Fig. 1: routed metal, one colour a layer
Only two layers are drawn.
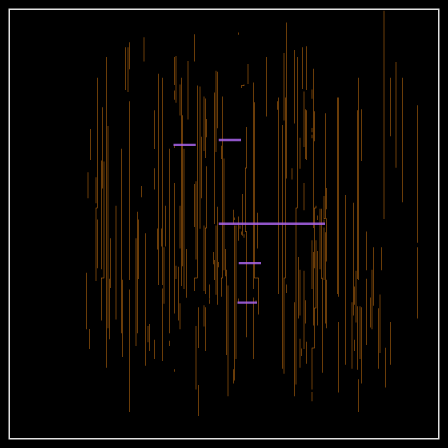
Fig. 2: M4 wires
Bar = 100 µm.
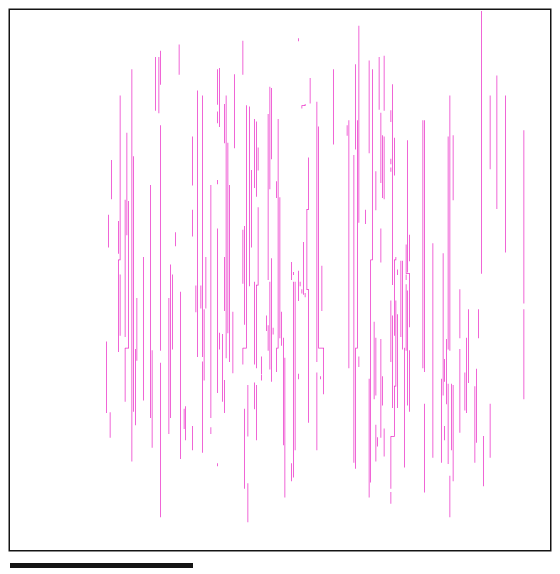
Fig. 3: routing congestion map
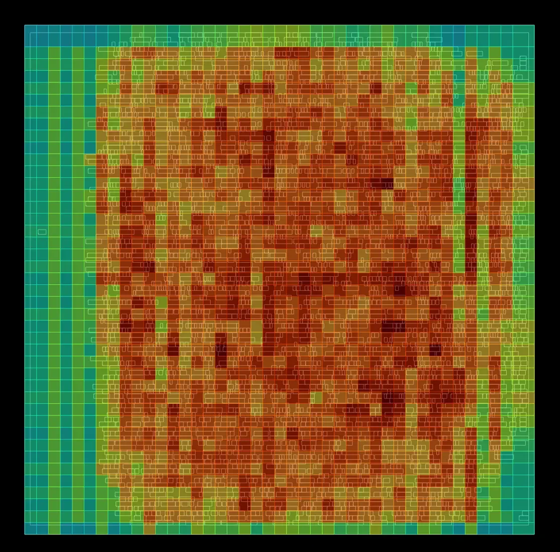
Fig. 4: selected gate families
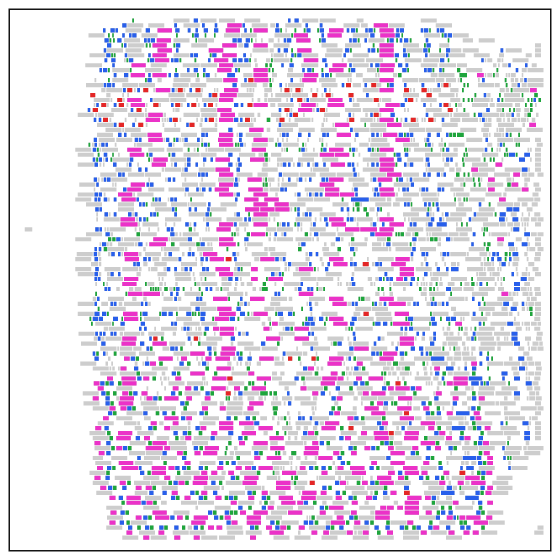
Fig. 5: register map, names as in the netlist
Bar = 100 µm. Other sequential cells in the stronger grey, the rest of the logic in the fainter grey.
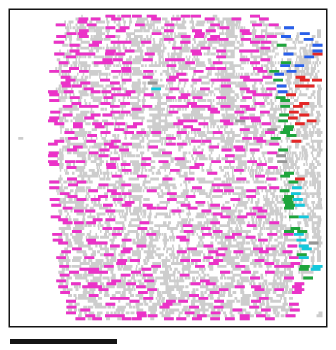
===== src/rtl/packet_framer_if.sv =====
// Handshake bundle between the packet framer and its environment:
// command channel, raw payload stream and framed output beats.
interface packet_framer_if;
  logic        cmd_val;
  logic        cmd_ready;
  logic [15:0] cmd_stream;
  logic [15:0] cmd_length;
  logic        cmd_skip;
  logic        cmd_err;
  logic [31:0] pay_data;
  logic        pay_val;
  logic        pay_ready;
  logic [31:0] dataOut;
  logic        dataOut_val;
  logic        dataOut_ready;
  logic        dataOut_last;

  // environment side: issues commands and payload, consumes framed beats
  modport master (
    output cmd_val, cmd_stream, cmd_length, cmd_skip, pay_data, pay_val, dataOut_ready,
    input  cmd_ready, cmd_err, pay_ready, dataOut, dataOut_val, dataOut_last
  );

  // framer side
  modport slave (
    input  cmd_val, cmd_stream, cmd_length, cmd_skip, pay_data, pay_val, dataOut_ready,
    output cmd_ready, cmd_err, pay_ready, dataOut, dataOut_val, dataOut_last
  );
endinterface


===== src/rtl/packet_framer.sv =====
// Packet framer: prepends an 8-byte little-endian header (length, stream,
// per-stream sequence number) to a raw payload word stream.
//
// state | meaning
// ------+---------------------------------------------------------------
// IDLE  | accepting commands; error/skip commands are handled in place
// HDR0  | presenting header word0 (length, stream)
// HDR1  | presenting header word1 (sequence); counter bumps on transfer
// PAY   | payload passes straight through until the last payload beat
module packet_framer #(
  parameter int          NUM_STREAMS = 16,
  parameter logic [31:0] SEQ_INIT    = 32'h0000_0001
) (
  input logic            clk,
  input logic            reset_b,
  packet_framer_if.slave bus
);

  localparam int          SW = (NUM_STREAMS > 1) ? $clog2(NUM_STREAMS) : 1;
  localparam logic [16:0] NS = 17'(NUM_STREAMS);

  typedef enum logic [1:0] {IDLE, HDR0, HDR1, PAY} state_t;

  state_t      state;
  state_t      state_nxt;
  logic [31:0] seq_cnt [NUM_STREAMS];
  logic [15:0] stream_q;
  logic [15:0] length_q;
  logic [31:0] seq_q;
  logic [SW-1:0] sidx_q;
  logic [13:0] pay_cnt;
  logic        cmd_err_q;

  logic [SW-1:0] cmd_sidx;
  logic        cmd_fire;
  logic        stream_ok;
  logic        len_ok;
  logic        is_err;
  logic        is_skip;
  logic        is_send;
  logic        hdr1_fire;
  logic        pay_fire;
  logic        single_hdr;

  assign cmd_sidx   = bus.cmd_stream[SW-1:0];
  assign stream_ok  = {1'b0, bus.cmd_stream} < NS;
  assign len_ok     = bus.cmd_length >= 16'd8;
  // commands are only taken in IDLE; reset gating of cmd_ready is cosmetic
  // since all state is held in reset anyway
  assign cmd_fire   = bus.cmd_val && (state == IDLE);
  assign is_err     = cmd_fire && (!stream_ok || (!bus.cmd_skip && !len_ok));
  assign is_skip    = cmd_fire && stream_ok && bus.cmd_skip;
  assign is_send    = cmd_fire && stream_ok && !bus.cmd_skip && len_ok;
  assign single_hdr = (length_q[15:2] == 14'd2);
  assign hdr1_fire  = (state == HDR1) && bus.dataOut_ready;
  assign pay_fire   = (state == PAY) && bus.pay_val && bus.dataOut_ready;

  assign bus.cmd_ready = (state == IDLE) && reset_b;
  assign bus.cmd_err   = cmd_err_q;

  // state register
  always_ff @(posedge clk or negedge reset_b) begin
    if (!reset_b) state <= IDLE;
    else          state <= state_nxt;
  end

  // next state and beat outputs
  always_comb begin
    state_nxt        = state;
    bus.dataOut      = 32'h0;
    bus.dataOut_val  = 1'b0;
    bus.dataOut_last = 1'b0;
    bus.pay_ready    = 1'b0;
    case (state)
      IDLE: begin
        if (is_send) state_nxt = HDR0;
      end
      HDR0: begin
        bus.dataOut     = {length_q[7:0], length_q[15:8], stream_q[7:0], stream_q[15:8]};
        bus.dataOut_val = 1'b1;
        if (bus.dataOut_ready) state_nxt = HDR1;
      end
      HDR1: begin
        bus.dataOut      = {seq_q[7:0], seq_q[15:8], seq_q[23:16], seq_q[31:24]};
        bus.dataOut_val  = 1'b1;
        bus.dataOut_last = single_hdr;
        if (bus.dataOut_ready) state_nxt = single_hdr ? IDLE : PAY;
      end
      PAY: begin
        bus.dataOut      = bus.pay_data;
        bus.dataOut_val  = bus.pay_val;
        bus.pay_ready    = bus.dataOut_ready;
        bus.dataOut_last = (pay_cnt == 14'd1);
        if (pay_fire && (pay_cnt == 14'd1)) state_nxt = IDLE;
      end
      default: state_nxt = IDLE;
    endcase
  end

  // command latch, payload beat countdown and error pulse
  always_ff @(posedge clk or negedge reset_b) begin
    if (!reset_b) begin
      stream_q  <= 16'h0;
      length_q  <= 16'h0;
      seq_q     <= 32'h0;
      sidx_q    <= '0;
      pay_cnt   <= 14'h0;
      cmd_err_q <= 1'b0;
    end else begin
      cmd_err_q <= is_err;
      if (is_send) begin
        stream_q <= bus.cmd_stream;
        length_q <= bus.cmd_length;
        seq_q    <= seq_cnt[cmd_sidx];
        sidx_q   <= cmd_sidx;
        pay_cnt  <= bus.cmd_length[15:2] - 14'd2;
      end else if (pay_fire) begin
        pay_cnt <= pay_cnt - 14'd1;
      end
    end
  end

  // per-stream sequence counters; skip and word1 transfer never coincide
  always_ff @(posedge clk or negedge reset_b) begin
    if (!reset_b) begin
      for (int i = 0; i < NUM_STREAMS; i++) seq_cnt[i] <= SEQ_INIT;
    end else begin
      if (is_skip)   seq_cnt[cmd_sidx] <= seq_cnt[cmd_sidx] + 32'd1;
      if (hdr1_fire) seq_cnt[sidx_q]   <= seq_cnt[sidx_q] + 32'd1;
    end
  end

endmodule


===== src/flat_wrapper.sv =====
// flat-port wrapper written by rule: the top's interface ports become plain ports
module packet_framer_flat 
#(
  parameter int          NUM_STREAMS = 16,
  parameter logic [31:0] SEQ_INIT    = 32'h0000_0001
)
  (clk, reset_b, bus_cmd_val, bus_cmd_stream, bus_cmd_length, bus_cmd_skip, bus_pay_data, bus_pay_val, bus_dataOut_ready, bus_cmd_ready, bus_cmd_err, bus_pay_ready, bus_dataOut, bus_dataOut_val, bus_dataOut_last);
  packet_framer_if bus_i ();
  input logic clk;
  input logic reset_b;
  input wire logic [$bits(bus_i.cmd_val)-1:0] bus_cmd_val;
  input wire logic [$bits(bus_i.cmd_stream)-1:0] bus_cmd_stream;
  input wire logic [$bits(bus_i.cmd_length)-1:0] bus_cmd_length;
  input wire logic [$bits(bus_i.cmd_skip)-1:0] bus_cmd_skip;
  input wire logic [$bits(bus_i.pay_data)-1:0] bus_pay_data;
  input wire logic [$bits(bus_i.pay_val)-1:0] bus_pay_val;
  input wire logic [$bits(bus_i.dataOut_ready)-1:0] bus_dataOut_ready;
  output wire logic [$bits(bus_i.cmd_ready)-1:0] bus_cmd_ready;
  output wire logic [$bits(bus_i.cmd_err)-1:0] bus_cmd_err;
  output wire logic [$bits(bus_i.pay_ready)-1:0] bus_pay_ready;
  output wire logic [$bits(bus_i.dataOut)-1:0] bus_dataOut;
  output wire logic [$bits(bus_i.dataOut_val)-1:0] bus_dataOut_val;
  output wire logic [$bits(bus_i.dataOut_last)-1:0] bus_dataOut_last;
  assign bus_i.cmd_val = bus_cmd_val;
  assign bus_i.cmd_stream = bus_cmd_stream;
  assign bus_i.cmd_length = bus_cmd_length;
  assign bus_i.cmd_skip = bus_cmd_skip;
  assign bus_i.pay_data = bus_pay_data;
  assign bus_i.pay_val = bus_pay_val;
  assign bus_i.dataOut_ready = bus_dataOut_ready;
  assign bus_cmd_ready = bus_i.cmd_ready;
  assign bus_cmd_err = bus_i.cmd_err;
  assign bus_pay_ready = bus_i.pay_ready;
  assign bus_dataOut = bus_i.dataOut;
  assign bus_dataOut_val = bus_i.dataOut_val;
  assign bus_dataOut_last = bus_i.dataOut_last;
  packet_framer #(.NUM_STREAMS(NUM_STREAMS), .SEQ_INIT(SEQ_INIT)) u_core (.clk(clk), .reset_b(reset_b), .bus(bus_i));
endmodule

===== config.mk =====
export PLATFORM = sky130hd
export DESIGN_NAME = packet_framer_flat
export DESIGN_NICKNAME = d
export VERILOG_FILES = /design/src/rtl/packet_framer_if.sv /design/src/rtl/packet_framer.sv /design/src/flat_wrapper.sv
export SDC_FILE = /design/constraint.sdc
export NUM_CORES = 2
export LEC_CHECK = 0
export CAP_MARGIN = 20
export CORE_MARGIN = 3
export CORE_UTILIZATION = 45
export CTS_BUF_LIST = sky130_fd_sc_hd__clkbuf_16
export CTS_CLUSTER_DIAMETER = 80
export CTS_CLUSTER_SIZE = 20
export DETAILED_ROUTE_END_ITERATION = 10
export GPL_TIMING_DRIVEN = 0
export PLACE_DENSITY_LB_ADDON = 0.2
export SLEW_MARGIN = 20
export SYNTH_ARGS = -nofsm -noshare
export SYNTH_HDL_FRONTEND = slang
export SYNTH_SLANG_ARGS = --single-unit

===== constraint.sdc =====
create_clock -name clk -period 4.8 [get_ports clk]
set_input_delay 0.48 -clock clk [delete_from_list [all_inputs] [get_ports clk]]
set_output_delay 0.48 -clock clk [all_outputs]
set_load 0.02 [all_outputs]

==> impl_metrics.ini <==
; yosys + openroad results
[power]
top_power_group = registers
swShare_pct = 30.6
power_frac_seq_pct = 47.0
finalPower_mw = 11.0
p_int_mw = 7.61
power_switching_mw = 3.36
p_clk_share_pct = 37.0
p_seq_mw = 5.16
vdd_drop_max_v = 0.000267

[cts]
clk_latency_ns = 0.63
tritoncts = built
htree_levels = 2
postCtsResizedCells = 143
cts_sinks = 593

[flow_run]
warning_count = 31
drv_cap = 0

[synth]
ys.flops = 593
seq_area_frac_synth_pct = 39.4
mux_share_pct = 22.8
ff_type = dfrtp_1
synth_nets = 3677
ys_area_um2 = 37700
synth_area_um2 = 37700
top_area_share_pct = 38.3
compound_area_share_pct = 16.6
ys_sh_adder_pct = 0.332
top_area_cell = dfrtp_1
ys_cells = 3597
topCellsByArea = dfrtp_1 (38%), mux4_2 (17%), mux2i_1 (4.7%), o21ai_0 (4.4%), o31ai_1 (3.7%)
synthTopCellsByCount = dfrtp_1 (577), o21ai_0 (330), nand2_1 (312)

[timing]
skew_ns = 0.0354
fin_ws_ns = -0.0790
slew_headroom_pct = 13.0
tightest_slew_ns = 1.31
hold_viol_final = 0
fin_setup_tns_ns = -1.17
final-setup-viol-count = 37
fin_crit_sh_pct = 102

[final_layout]
final_cell_count_no_fill = 4871
buffers = 510
antenna-diode-count = 2
lay_top_count = dfrtp_1
largest_cell_class = multi-input combinational cells
mi_logic_area_um2 = 21400
logic_gate_count = 2605
final_cell_mix = dfrtp_1 (577), o21ai_0 (330), nand2_1 (310)
post-route-util_pct = 51.8
seq_share_pct = 34.8
area_delta_synth_final_pct = 13.4
drive_gt1_share_pct = 17.7
finalInstanceArea_um2 = 42700
regMostFlops = u_core.seq_cnt
layout.nets = 3849
num-fill-cells = 7498
comb_share_pct = 50.1
buffer_area_share_pct = 8.54

[detailed_routing]
ant_nets = 0
dr.pass1.iters = 8
drc = 0
first_iter_violations = 5201
drt-wirelength-per-cell_um = 34.4

[global_routing]
busiest_layer = met2
grt_pass1_vias = 32606
grt-ovfl-total = 0
globalRouteMet1Util_pct = 50.4
antenna_found_initial = 5

[critical_path]
slowest_delay_ns = 0.82
end_kind = register
crit_required_ns = 5.33
crit_path_max_fanout = 10
regToRegSetupSlack_ns = -0.06
rr_worst_depth = 14
startpoint = bus_cmd_stream[1]
r2r-start = u_core.sidx_q[1]
cp-endpoint = u_core.seq_cnt[123]
crit_buf_inv = 5

[placed_design]
port_buffers = 106
place_hpwl_um = 124000
place_area_um2 = 40300
pre_cts_slack_ns = -3.63

[die]
n_tap_cell = 1070
die_y_um = 295
coreArea_um2 = 82500
chipArea_um2 = 87300
rows = 105
die_x_um = 295

[status]
outcome = finished, violations left
violations = setup timing
Back to the opening pictures, Fig. 1:
M4 -> orange  # wire length 9,560 µm
M5 -> purple  # wire length 125 µm
vias post-DR: 34,405
drt total wl: 167,000 µm

Back to the opening pictures, Fig. 2:
main direction = vertical
longest straight run = 214 µm
nets with wire on the layer = 128
share of all routed wire = 5.7%

Back to the opening pictures, Fig. 3:
met2 Use GR: 54.8%
Total Routing Usage GR: 38.0%

Back to the opening pictures, Fig. 4:
nand cells -> green  # cells 571, most used nand2_1, where all over the die
mux cells -> magenta  # cells 489, most used mux4_2
aoi and oai cells -> blue  # cells 899, most used o21ai_0, where all over the die
non-inverting ao/oa cells -> red  # cells 64, most used a211o_1

Back to the opening pictures, Fig. 5:
u_core.seq_q -> green  # flops 32
u_core.stream_q -> cyan  # flops 13
u_core.seq_cnt -> magenta  # flops 512
u_core.pay_cnt -> blue  # flops 14, where top right
u_core.length_q -> red  # flops 16

